**src/rtl/vga_fade_stage_if.sv**
```systemverilog
// Signal bundle between the compositor/scene controller and the VGA output stage.
// Field names match the stage's pin names so board-level wiring stays readable.
interface vga_fade_stage_if;
  logic       i_hsync;
  logic       i_vsync;
  logic       i_de;
  logic       i_frame;
  logic [7:0] i_red;
  logic [7:0] i_green;
  logic [7:0] i_blue;
  logic       i_fade_req;
  logic       i_swap_done;
  logic       o_fade_busy;
  logic       o_black;
  logic       vga_hsync;
  logic       vga_vsync;
  logic       vga_blank_n;
  logic       vga_sync_n;
  logic [7:0] vga_r;
  logic [7:0] vga_g;
  logic [7:0] vga_b;

  modport master (
    output i_hsync, i_vsync, i_de, i_frame, i_red, i_green, i_blue,
           i_fade_req, i_swap_done,
    input  o_fade_busy, o_black, vga_hsync, vga_vsync, vga_blank_n,
           vga_sync_n, vga_r, vga_g, vga_b
  );

  modport slave (
    input  i_hsync, i_vsync, i_de, i_frame, i_red, i_green, i_blue,
           i_fade_req, i_swap_done,
    output o_fade_busy, o_black, vga_hsync, vga_vsync, vga_blank_n,
           vga_sync_n, vga_r, vga_g, vga_b
  );
endinterface

```
**src/rtl/vga_fade_stage.sv**
```systemverilog
// Final VGA pixel stage: 2-cycle registered sync/blank/RGB path with a
// frame-synchronous brightness fade used to hide scene swaps behind black.
module vga_fade_stage #(
  parameter int STEP_FRAMES = 2,
  parameter int HOLD_FRAMES = 4,
  parameter int LVL_BITS    = 5
) (
  input logic              i_clk_pix,
  input logic              i_rst_n,
  vga_fade_stage_if.slave  bus
);

  localparam int LVL_MAX = 1 << (LVL_BITS - 1);
  localparam int PW      = 8 + LVL_BITS;
  localparam int FC_MAX  = (STEP_FRAMES > HOLD_FRAMES) ? STEP_FRAMES : HOLD_FRAMES;
  localparam int FC_W    = (FC_MAX > 1) ? $clog2(FC_MAX) : 1;

  typedef enum logic [1:0] {
    ST_IDLE,
    ST_FADE_OUT,
    ST_BLACK,
    ST_FADE_IN
  } state_e;

  state_e              state_q, state_d;
  logic [LVL_BITS-1:0] level_q, level_d;
  logic [FC_W-1:0]     fc_q, fc_d;
  logic                swap_q, swap_d;
  logic                busy_q, busy_d;
  logic                black_q, black_d;

  logic                hs1_q, hs1_d, vs1_q, vs1_d, de1_q, de1_d;
  logic [PW-1:0]       pr_q, pr_d, pg_q, pg_d, pb_q, pb_d;
  logic                hs2_q, hs2_d, vs2_q, vs2_d, de2_q, de2_d;
  logic [7:0]          r2_q, r2_d, g2_q, g2_d, b2_q, b2_d;
  logic                sync_n_q;

  logic                step_hit;
  assign step_hit = (fc_q == FC_W'(STEP_FRAMES - 1));

  // NOTE: every always_comb target gets a default first, so no path through
  // the case statement can leave a signal unassigned and infer a latch.
  always_comb begin
    state_d = state_q;
    level_d = level_q;
    fc_d    = fc_q;
    swap_d  = swap_q;
    unique case (state_q)
      ST_IDLE: begin
        if (bus.i_fade_req) begin
          state_d = ST_FADE_OUT;
          fc_d    = '0;
        end
      end
      ST_FADE_OUT: begin
        if (bus.i_frame) begin
          if (step_hit) begin
            fc_d    = '0;
            level_d = level_q - LVL_BITS'(1);
            if (level_q == LVL_BITS'(1)) state_d = ST_BLACK;
          end else begin
            fc_d = fc_q + FC_W'(1);
          end
        end
      end
      ST_BLACK: begin
        // The swap pulse itself never counts as a hold frame.
        if (!swap_q) begin
          if (bus.i_swap_done) swap_d = 1'b1;
        end else if (HOLD_FRAMES == 0) begin
          state_d = ST_FADE_IN;
          fc_d    = '0;
          swap_d  = 1'b0;
        end else if (bus.i_frame) begin
          if (fc_q == FC_W'(HOLD_FRAMES - 1)) begin
            state_d = ST_FADE_IN;
            fc_d    = '0;
            swap_d  = 1'b0;
          end else begin
            fc_d = fc_q + FC_W'(1);
          end
        end
      end
      ST_FADE_IN: begin
        if (bus.i_frame) begin
          if (step_hit) begin
            fc_d    = '0;
            level_d = level_q + LVL_BITS'(1);
            if (level_q == LVL_BITS'(LVL_MAX - 1)) state_d = ST_IDLE;
          end else begin
            fc_d = fc_q + FC_W'(1);
          end
        end
      end
      default: state_d = ST_IDLE;
    endcase
    busy_d  = (state_d != ST_IDLE);
    black_d = (state_d == ST_BLACK);
  end

  always_comb begin
    hs1_d = bus.i_hsync;
    vs1_d = bus.i_vsync;
    de1_d = bus.i_de;
    pr_d  = PW'(bus.i_red)   * PW'(level_q);
    pg_d  = PW'(bus.i_green) * PW'(level_q);
    pb_d  = PW'(bus.i_blue)  * PW'(level_q);
    hs2_d = hs1_q;
    vs2_d = vs1_q;
    de2_d = de1_q;
    // Blanked pixels are forced black so the DAC never sees colour in porches.
    r2_d  = de1_q ? 8'(pr_q >> (LVL_BITS - 1)) : 8'h00;
    g2_d  = de1_q ? 8'(pg_q >> (LVL_BITS - 1)) : 8'h00;
    b2_d  = de1_q ? 8'(pb_q >> (LVL_BITS - 1)) : 8'h00;
  end

  // NOTE: sequential state uses non-blocking assignments so every flop
  // samples the pre-edge value of its neighbours, independent of order.
  always_ff @(posedge i_clk_pix or negedge i_rst_n) begin
    if (!i_rst_n) begin
      state_q  <= ST_IDLE;
      level_q  <= LVL_BITS'(LVL_MAX);
      fc_q     <= '0;
      swap_q   <= 1'b0;
      busy_q   <= 1'b0;
      black_q  <= 1'b0;
      hs1_q    <= 1'b0;
      vs1_q    <= 1'b0;
      de1_q    <= 1'b0;
      pr_q     <= '0;
      pg_q     <= '0;
      pb_q     <= '0;
      hs2_q    <= 1'b0;
      vs2_q    <= 1'b0;
      de2_q    <= 1'b0;
      r2_q     <= '0;
      g2_q     <= '0;
      b2_q     <= '0;
      sync_n_q <= 1'b0;
    end else begin
      state_q  <= state_d;
      level_q  <= level_d;
      fc_q     <= fc_d;
      swap_q   <= swap_d;
      busy_q   <= busy_d;
      black_q  <= black_d;
      hs1_q    <= hs1_d;
      vs1_q    <= vs1_d;
      de1_q    <= de1_d;
      pr_q     <= pr_d;
      pg_q     <= pg_d;
      pb_q     <= pb_d;
      hs2_q    <= hs2_d;
      vs2_q    <= vs2_d;
      de2_q    <= de2_d;
      r2_q     <= r2_d;
      g2_q     <= g2_d;
      b2_q     <= b2_d;
      sync_n_q <= 1'b1;
    end
  end

  assign bus.o_fade_busy = busy_q;
  assign bus.o_black     = black_q;
  assign bus.vga_hsync   = hs2_q;
  assign bus.vga_vsync   = vs2_q;
  assign bus.vga_blank_n = de2_q;
  assign bus.vga_sync_n  = sync_n_q;
  assign bus.vga_r       = r2_q;
  assign bus.vga_g       = g2_q;
  assign bus.vga_b       = b2_q;

endmodule
```
**src/flat_wrapper.sv**
```systemverilog
// flat-port wrapper written by rule: the top's interface ports become plain ports
module vga_fade_stage_flat 
#(
  parameter int STEP_FRAMES = 2,
  parameter int HOLD_FRAMES = 4,
  parameter int LVL_BITS    = 5
)
  (i_clk_pix, i_rst_n, bus_i_hsync, bus_i_vsync, bus_i_de, bus_i_frame, bus_i_red, bus_i_green, bus_i_blue, bus_i_fade_req, bus_i_swap_done, bus_o_fade_busy, bus_o_black, bus_vga_hsync, bus_vga_vsync, bus_vga_blank_n, bus_vga_sync_n, bus_vga_r, bus_vga_g, bus_vga_b);
  vga_fade_stage_if bus_i ();
  input logic i_clk_pix;
  input logic i_rst_n;
  input wire logic [$bits(bus_i.i_hsync)-1:0] bus_i_hsync;
  input wire logic [$bits(bus_i.i_vsync)-1:0] bus_i_vsync;
  input wire logic [$bits(bus_i.i_de)-1:0] bus_i_de;
  input wire logic [$bits(bus_i.i_frame)-1:0] bus_i_frame;
  input wire logic [$bits(bus_i.i_red)-1:0] bus_i_red;
  input wire logic [$bits(bus_i.i_green)-1:0] bus_i_green;
  input wire logic [$bits(bus_i.i_blue)-1:0] bus_i_blue;
  input wire logic [$bits(bus_i.i_fade_req)-1:0] bus_i_fade_req;
  input wire logic [$bits(bus_i.i_swap_done)-1:0] bus_i_swap_done;
  output wire logic [$bits(bus_i.o_fade_busy)-1:0] bus_o_fade_busy;
  output wire logic [$bits(bus_i.o_black)-1:0] bus_o_black;
  output wire logic [$bits(bus_i.vga_hsync)-1:0] bus_vga_hsync;
  output wire logic [$bits(bus_i.vga_vsync)-1:0] bus_vga_vsync;
  output wire logic [$bits(bus_i.vga_blank_n)-1:0] bus_vga_blank_n;
  output wire logic [$bits(bus_i.vga_sync_n)-1:0] bus_vga_sync_n;
  output wire logic [$bits(bus_i.vga_r)-1:0] bus_vga_r;
  output wire logic [$bits(bus_i.vga_g)-1:0] bus_vga_g;
  output wire logic [$bits(bus_i.vga_b)-1:0] bus_vga_b;
  assign bus_i.i_hsync = bus_i_hsync;
  assign bus_i.i_vsync = bus_i_vsync;
  assign bus_i.i_de = bus_i_de;
  assign bus_i.i_frame = bus_i_frame;
  assign bus_i.i_red = bus_i_red;
  assign bus_i.i_green = bus_i_green;
  assign bus_i.i_blue = bus_i_blue;
  assign bus_i.i_fade_req = bus_i_fade_req;
  assign bus_i.i_swap_done = bus_i_swap_done;
  assign bus_o_fade_busy = bus_i.o_fade_busy;
  assign bus_o_black = bus_i.o_black;
  assign bus_vga_hsync = bus_i.vga_hsync;
  assign bus_vga_vsync = bus_i.vga_vsync;
  assign bus_vga_blank_n = bus_i.vga_blank_n;
  assign bus_vga_sync_n = bus_i.vga_sync_n;
  assign bus_vga_r = bus_i.vga_r;
  assign bus_vga_g = bus_i.vga_g;
  assign bus_vga_b = bus_i.vga_b;
  vga_fade_stage #(.STEP_FRAMES(STEP_FRAMES), .HOLD_FRAMES(HOLD_FRAMES), .LVL_BITS(LVL_BITS)) u_core (.i_clk_pix(i_clk_pix), .i_rst_n(i_rst_n), .bus(bus_i));
endmodule
```
**config.mk**
```make
export PLATFORM = sky130hd
export DESIGN_NAME = vga_fade_stage_flat
export DESIGN_NICKNAME = d
export VERILOG_FILES = /design/src/rtl/vga_fade_stage_if.sv /design/src/rtl/vga_fade_stage.sv /design/src/flat_wrapper.sv
export SDC_FILE = /design/constraint.sdc
export NUM_CORES = 1
export LEC_CHECK = 0
export CORE_MARGIN = 2
export CORE_UTILIZATION = 44
export CTS_CLUSTER_DIAMETER = 100
export DETAILED_ROUTE_END_ITERATION = 6
export GPL_TIMING_DRIVEN = 0
export MAX_ROUTING_LAYER = met4
export PLACE_DENSITY_LB_ADDON = 0.08
export SKIP_LAST_GASP = 1
export SYNTH_ARGS = -nofsm -noshare
export SYNTH_HDL_FRONTEND = slang
export SYNTH_SLANG_ARGS = --single-unit
export TNS_END_PERCENT = 5
```
**constraint.sdc**
```tcl
create_clock -name i_clk_pix -period 4.2 [get_ports i_clk_pix]
set_clock_uncertainty 0.15 [all_clocks]
set_input_delay 1.05 -clock i_clk_pix [delete_from_list [all_inputs] [get_ports i_clk_pix]]
set_output_delay 1.05 -clock i_clk_pix [all_outputs]
set_load 0.01 [all_outputs]
```
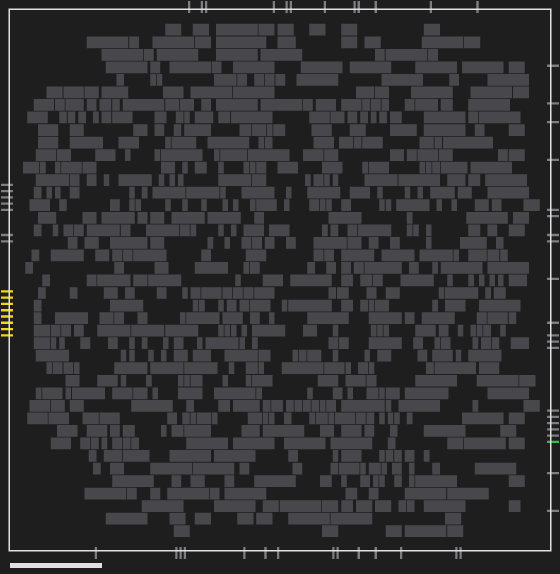
**Above:** run 1 (I/O pins on the die edge).
Scale bar: 20 um. Pins as bars across the die edge, other pins in gray.
[bus_i_blue] yellow | pins: 8 | direction: input | edge: left
[bus_o_fade_busy] green | pins: 1 | direction: output | edge: right
all pins by edge: 21 right, 15 left, 14 bottom, 12 top

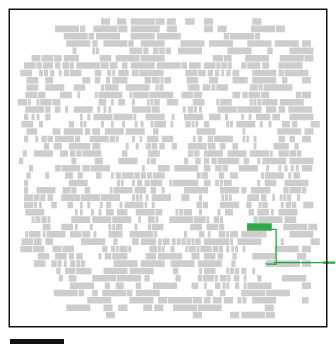
**Above:** run 1 (I/O nets highlighted).
Scale bar: 20 um.
[bus_o_fade_busy] green | bits: 1 | direction: output | edge: right | end cells: 1 | buffers: 1 | wire: 37.5 um

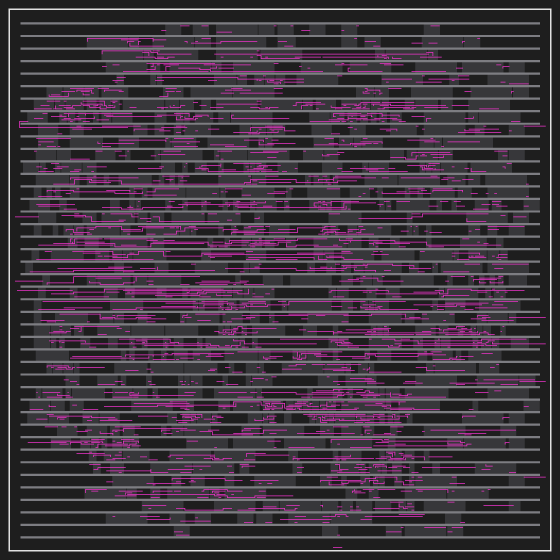
**Above:** run 1 (signal wires on met1).
Supply wires on this layer in gray. Cells faint in the background.
longest straight run: 46.5 um
nets with wire on the layer: 714
wire length on this layer: 5250 um
share of all routed wire: 46%
main direction: horizontal
Vias: 4162
Routed WL: 11400 um
Global Route met1 Usage: 0.238

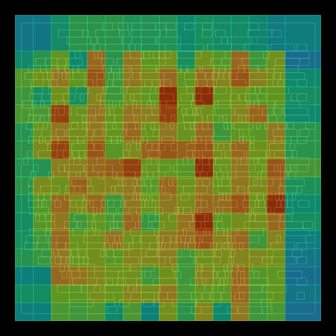
**Above:** run 1 (routing congestion).
Layout Utilization: 0.561
Global Route met2 Usage: 0.310
met3 Track Usage GR: 0.0350

==> results.cfg, run 1 <==
; generated from flow reports
[die]
core-area_sq_mm = 0.0126

[synthesis]
yosys-stat-cells = 579
syn_inst = 579
synth_area_per_cell_sq_um = 9.73
synth_top_cell_by_area = dfrtp_1
syn-num-nets = 720
topCellsByArea = dfrtp_1 (29%), fa_1 (17%), ha_1 (14%)

[pwr]
totalPowerFinal_w = 0.00639
cellPowerDensity_mw_per_mm2 = 906
combPwrFrac = 0.711
clkPwrFrac = 0.128
seq_power_share = 0.161

[detailed_routing]
drc = 0
drtAntennaViolNets = 0
vias_per_cell = 4.98

[hold_path]
hold_class = reg -> reg
worstHoldStart = u_core.hs1_q

[timing]
max_freq_mhz = 242
rsz0062_at_grt = true
maxSlewHeadroom = 0.453

[worst_setup_path]
critPathArrivalTime_ps = 4220
startpoint_type = primary input
critical_path.slowest_cell = fa_1

[placed_design]
dp_hpwl_um = 8710
port-buffer-count = 61

[outcome]
outcome = completed

[final_layout]
diodes = 0

[clock_network]
cts_buffer_depth = 2
htree_levels = 3
[run 1: worst max path at each step]
stage / slack (ps) / startpoint / cells after the start / end
finish: 70 / bus_i_red[6] / 10 / u_core.pr_q[10]
global route: -20 / bus_i_red[6] / 10 / u_core.pr_q[10]
CTS: -7 / bus_i_green[1] / 12 / u_core.pg_q[10]
detailed placement: -810 / bus_i_green[0] / 12 / u_core.pg_q[10]
global placement: -800 / bus_i_green[0] / 12 / u_core.pg_q[10]
floorplan: -30 / bus_i_green[3] / 12 / u_core.pg_q[10]
[run 1: metal layers]
metal | routed length, um | vias up | global-route usage | share of wire
met4 | 160 | 0 | 0.0612 | 0.014
li1 | - | 2002 | - | -
met1 | 5250 | 2101 | 0.238 | 0.46
met3 | 317 | 11 | 0.0350 | 0.028
met2 | 5690 | 48 | 0.310 | 0.50
met5 | 0 | - | - | 0
[run 1: worst max-delay path, delay by kind of cell]
family                   cells  cell delay [ps]
AND-OR/OR-AND                1              210
adder cells (fa/ha/maj)      4             1580
buffers and inverters        1              510
AND/OR/NAND/NOR              4              860
[run 1: registers in the layout (all words and copies together) (netlist names), 2 cells and up]
name / cells
u_core.pr_q: 8
u_core.bus.vga_b: 8
u_core.bus.vga_r: 8
u_core.pg_q: 8
u_core.level_q: 5
u_core.state_q: 2
u_core.pb_q: 8
u_core.bus.vga_g: 8
u_core.fc_q: 2
[run 1: final cells by class]
| class | instances | share of cell area |
|---|---|---|
| multi-input cells | 420 | 0.547 |
| flip-flops and latches | 67 | 0.238 |
| repair buffers | 71 | 0.0881 |
| inverters | 75 | 0.0400 |
| clock buffers | 11 | 0.0359 |
| well taps | 172 | 0.0305 |
| clock inverters | 5 | 0.0107 |
| plain buffers | 14 | 0.00923 |
[run 1: power groups by stage]
stage	registers, W	clock network (W)	logic, W
after floorplan	0.00103	0	0.00323
after global placement	0.00101	0	0.00404
after detailed placement	0.00101	0	0.00412
after CTS	0.00103	0.000844	0.00428
after global routing	0.00105	0.000872	0.00519
final	0.00103	0.000817	0.00454
[run 1: repair_timing]
action	in CTS	in global routing
pin swaps	21	31
hold endpoints to repair	0	0
hold buffers	0	0
gates resized	73	47
buffers inserted	5	5
setup endpoints to repair	18	15
[run 1: stage by stage]
step | setup TNS [ps] | util | setup WS (ps) | hold WS, ps | instance area, sq um
global placement | -27880 | 0.520 | -800 | 188 | 6530
detailed placement | -11950 | 0.520 | -807 | 192 | 6530
global route | -64.4 | 0.561 | -22.7 | 218 | 7050
CTS | -17.0 | 0.553 | -6.60 | 204 | 6950
finish | 0 | 0.561 | 68.1 | 200 | 7050
floorplan | -92.9 | - | -31.8 | 181 | 5710
[run 1: cell families after synthesis]
family | after synthesis | share of synthesized area
AND-OR/OR-AND | 62 | 0.0799
XOR/XNOR | 24 | 0.0373
adder cells (fa/ha/maj) | 109 | 0.306
buffers and inverters | 92 | 0.0615
flip-flops | 67 | 0.298
multiplexers | 3 | 0.00533
other | 1 | 0.000666
AND/OR/NAND/NOR | 221 | 0.211
==> run 2: changes to the inputs <==
--- a/config.mk
+++ b/config.mk
@@ -9,7 +9,6 @@
 export CORE_UTILIZATION = 44
 export CTS_CLUSTER_DIAMETER = 100
 export DETAILED_ROUTE_END_ITERATION = 6
-export GPL_TIMING_DRIVEN = 0
 export MAX_ROUTING_LAYER = met4
 export PLACE_DENSITY_LB_ADDON = 0.08
 export SKIP_LAST_GASP = 1
==> run 2 against run 1 <==
Compared with the run above:
- non-clock buffer count increased by 43
- sequential power rose by 4%
- worst hold slack better by 5.0 ps
- final area up 4.6%
- wire length is 7.4% lower
- sequential share of layout area decreased by 1.1 points
- power is 5.0% higher
- combinational power increased by 6.4%
- global-route usage down 1.2 points
- setup slack gained 26 ps
- largest power group unchanged
- clock power shrank 0.9%
==> results.cfg, run 2 <==
; generated from flow reports
[synthesis]
synth_area_per_cell_sq_um = 9.73
ys_sh_mux = 0.00533
syn_inst = 579
synthAdderAreaFrac = 0.306
yosys-stat-cells = 579
synth_top_cell_by_area = dfrtp_1
simple_gate_share = 0.211
syn-num-nets = 720

[detailed_routing]
drt-met1-wl_um = 4860
wl_met2_um = 5270
num_vias = 4256
vias_per_cell = 4.85
drtAntennaViolNets = 0
drc = 0

[final_layout]
fin_area_sq_mm = 0.00737
diodes = 0

[worst_setup_path]
startpoint_type = primary input
critPathArrivalTime_ps = 4190

[hold_path]
hold_class = reg -> reg

[die]
core-area_sq_mm = 0.0126

[pwr]
totalPowerFinal_w = 0.00670

[timing]
fin_setup_tns_ps = 0
fin_hold_ws_ps = 205
rsz0062_at_grt = true
maxSlewHeadroom = 0.393
max_freq_mhz = 244

[placed_design]
dp_hpwl_um = 8310
post_dp_cell_area_sq_mm = 0.00692
port-buffer-count = 61

[outcome]
outcome = completed

[clock_network]
cts_buffer_depth = 2
htree_levels = 3
run 2: cell count changes in the layout (fill, tap and decap cells not counted), moves of 3 or more:
cell / delta
clkinv_2: -3
clkdlybuf4s15_2: -4
clkbuf_2: +4
dlygate4sd2_1: +6
buf_4: +54
buf_2: -9
clkbuf_1: -8
run 2: final timing paths:
check	start	end	slack, ps	cells after the start
setup / recovery	bus_i_red[5]	u_core.pr_q[10]	90	13
max in group asynchronous	i_rst_n	u_core.pg_q[11]	2420	2
hold reg to reg	u_core.hs1_q	u_core.bus.vga_hsync	210	0
hold / removal	u_core.hs1_q	u_core.bus.vga_hsync	210	0
min in group asynchronous	i_rst_n	u_core.hs1_q	540	1
setup reg to reg	u_core.level_q[4]	u_core.pb_q[11]	220	11
run 2: routing by layer:
metal | vias up | GRT usage
li1 | 2086 | -
met1 | 2111 | 0.210
met2 | 52 | 0.308
met3 | 7 | 0.0319
met4 | 0 | 0.0525
met5 | - | -
run 2: cells by family after synthesis:
family                     Yosys count
and+or+nand+nor                    221
AOI/OAI and AO/OA                   62
adders and majority gates          109
DFF                                 67
other                                1
xor gates and xnor gates            24
muxes                                3
buffers and inverters               92
run 2: where the power goes:
group          internal [W]  total [W]  leakage (nW)  switching (W)
combinational       0.00255    0.00483          2.66        0.00227
clock              0.000523   0.000810         0.152       0.000288
sequential         0.000920    0.00107         0.814       0.000149
run 2: per-stage QoR:
step	instances	util	setup WS, ps
finish	878	0.586	93.7
global route	878	0.586	-11.0
CTS	876	0.586	-7.43
detailed placement	853	0.551	-689
global placement	853	0.551	-657
floorplan	579	-	-31.8
run 2: what timing repair did:
item	CTS	global route
hold endpoints to repair	0	0
buffers inserted	7	2
pin swaps	29	28
resized	45	31
setup endpoints to repair	18	14
cloned	0	0
run 2: layout make-up:
class	instances	area [sq um]
multi-input cells	420	3800
well taps	172	215
fillers	1113	5200
clock buffers	9	225
repair buffers	128	1070
inverters	75	282
flip-flops and latches	67	1680
clock inverters	7	101
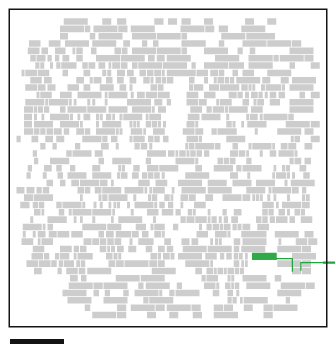
**Above:** run 2 (I/O nets highlighted).
Scale bar: 20 um.
[bus_o_fade_busy] green | bits: 1 | direction: output | edge: right | end cells: 1 | buffers: 1 | wire: 22.1 um

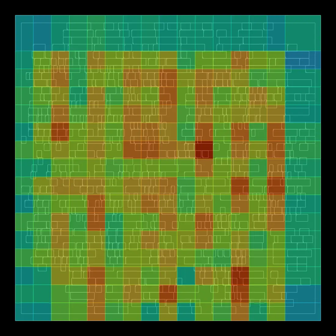
**Above:** run 2 (routing congestion).
Global Route met2 Usage: 0.308
Global Route met1 Usage: 0.210
GR peak layer: met2

==> run 3: changes to the inputs <==
--- a/config.mk
+++ b/config.mk
@@ -11,6 +11,7 @@
 export DETAILED_ROUTE_END_ITERATION = 6
 export MAX_ROUTING_LAYER = met4
 export PLACE_DENSITY_LB_ADDON = 0.08
+export REMOVE_ABC_BUFFERS = 1
 export SKIP_LAST_GASP = 1
 export SYNTH_ARGS = -nofsm -noshare
 export SYNTH_HDL_FRONTEND = slang
==> run 3 against run 2 <==
Compared with the run above:
- synthesized cell count unchanged
- final cell count up 0.23%
- combinational power down 1%
- fmax down 0.90%
- sequential power about the same
- setup slack worse by 37 ps
- critical path depth unchanged
- critical endpoint is now u_core.pb_q[10]
- largest cell class unchanged
==> results.cfg, run 3 <==
; generated from flow reports
[detailed_routing]
num_vias = 4221
drtAntennaViolNets = 0
drc = 0

[worst_setup_path]
critPathArrivalTime_ps = 4220
path_delay_family = adder cells
crit_buf_inv = 3
startpoint_type = primary input

[final_layout]
fin_cells = 880
diodes = 0

[placed_design]
post_dp_cell_area_sq_mm = 0.00686
dpl.cell_count = 858
port-buffer-count = 61

[synthesis]
yosys-stat-cells = 579
synth_top_cell_by_area = dfrtp_1

[pwr]
cellPowerDensity_mw_per_mm2 = 899
intPower_w = 0.00389
seq_power_share = 0.163
totalPowerFinal_w = 0.00658
combPwrFrac = 0.725
clkPwrFrac = 0.112

[timing]
maxSlewHeadroom = 0.409
max_freq_mhz = 241

[clock_network]
cts_buffer_depth = 2

[outcome]
outcome = completed

[hold_path]
hold_class = reg -> reg
run 3: cell counts after synthesis:
Identical to the previous run, type by type.
run 3: path summary, 6_finish.rpt:
| kind | start | to | slack, ps | cells past startpoint |
|---|---|---|---|---|
| min | u_core.hs1_q | u_core.bus.vga_hsync | 200 | 0 |
| min in group asynchronous | i_rst_n | u_core.bus.vga_blank_n | 750 | 2 |
| min reg2reg | u_core.hs1_q | u_core.bus.vga_hsync | 200 | 0 |
| max in group asynchronous | i_rst_n | u_core.bus.vga_r[0] | 2610 | 2 |
| max reg2reg | u_core.level_q[4] | u_core.pb_q[11] | 180 | 12 |
| max | bus_i_blue[5] | u_core.pb_q[10] | 60 | 13 |
run 3: layer usage:
metal / track usage / vias to the layer above / share of wire
met3: 0.0288 / 9 / 0.029
li1: - / 2100 / -
met4: 0.0565 / 0 / 0.012
met2: 0.307 / 56 / 0.51
met1: 0.221 / 2056 / 0.45
met5: - / - / 0
run 3: per-stage QoR:
| step | hold WS, ps | setup slack (ps) | TNS, ps |
|---|---|---|---|
| after floorplan | 181 | -139 | -915 |
| after global placement | 181 | -703 | -10920 |
| after detailed placement | 188 | -751 | -11660 |
| after CTS | 201 | -111 | -624 |
| after global routing | 206 | -64.6 | -209 |
| final | 199 | 56.6 | 0 |
run 3: power by group through the flow:
| stage | combinational [W] | clock [W] | sequential, W |
|---|---|---|---|
| 2_1_floorplan | 0.00294 | 0 | 0.00110 |
| 3_3_place_gp | 0.00430 | 0 | 0.00108 |
| 3_5_place_dp | 0.00440 | 0 | 0.00108 |
| 4_1_cts | 0.00461 | 0.000760 | 0.00107 |
| 5_1_grt | 0.00548 | 0.000790 | 0.00110 |
| 6_report | 0.00477 | 0.000739 | 0.00107 |
run 3: cell families (layout without fill, tap and decap cells):
family	Yosys count	count (layout)	share of synthesized area
other	1	1	0.000666
flip-flops	67	67	0.298
XOR/XNOR	24	24	0.0373
multiplexers	3	3	0.00533
buffers and inverters	92	221	0.0615
AND-OR/OR-AND	62	62	0.0799
AND/OR/NAND/NOR	221	221	0.211
adder cells (fa/ha/maj)	109	109	0.306
run 3: repair_timing:
action | CTS | global route
resized | 40 | 39
pin swaps | 23 | 29
hold buffers | 0 | 0
setup endpoints to repair | 18 | 14
setup buffers | 3 | 4
run 3: area by class of cell:
type / instances / area [sq um]
fillers: 1153 / 5250
multi-input cells: 420 / 3770
flip-flops and latches: 67 / 1680
repair buffers: 131 / 1080
inverters: 75 / 282
clock buffers: 9 / 225
well taps: 172 / 215
clock inverters: 6 / 67.6
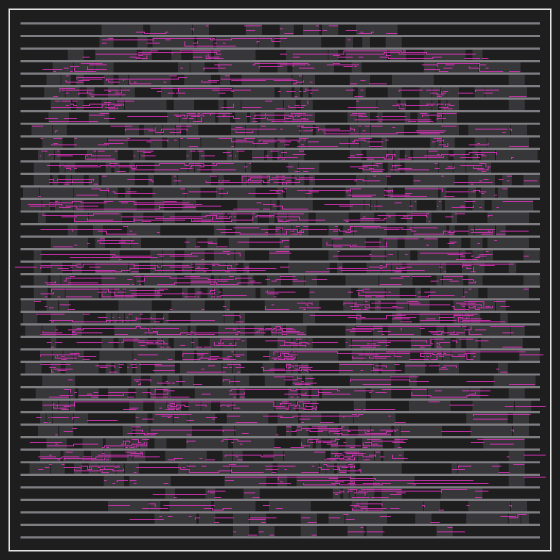
**Above:** run 3 (signal wires on met1).
Supply wires on this layer in gray. Cells faint in the background.
longest straight run: 43.2 um
wire length on this layer: 4890 um
main direction: horizontal

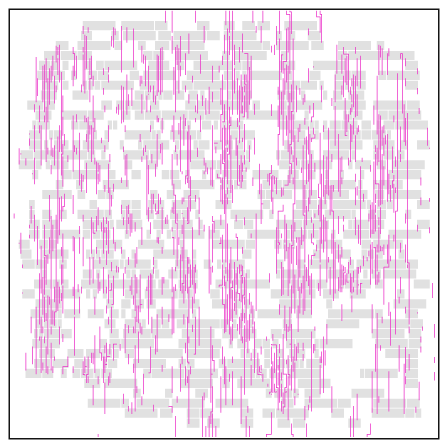
**Above:** run 3 (met2 routing).
Cells faint in the background.
nets with wire on the layer: 726
wire length on this layer: 5590 um
main direction: vertical
longest straight run: 41.0 um
share of all routed wire: 51%

No activity file was given, so power comes from the tool's default toggle rates.
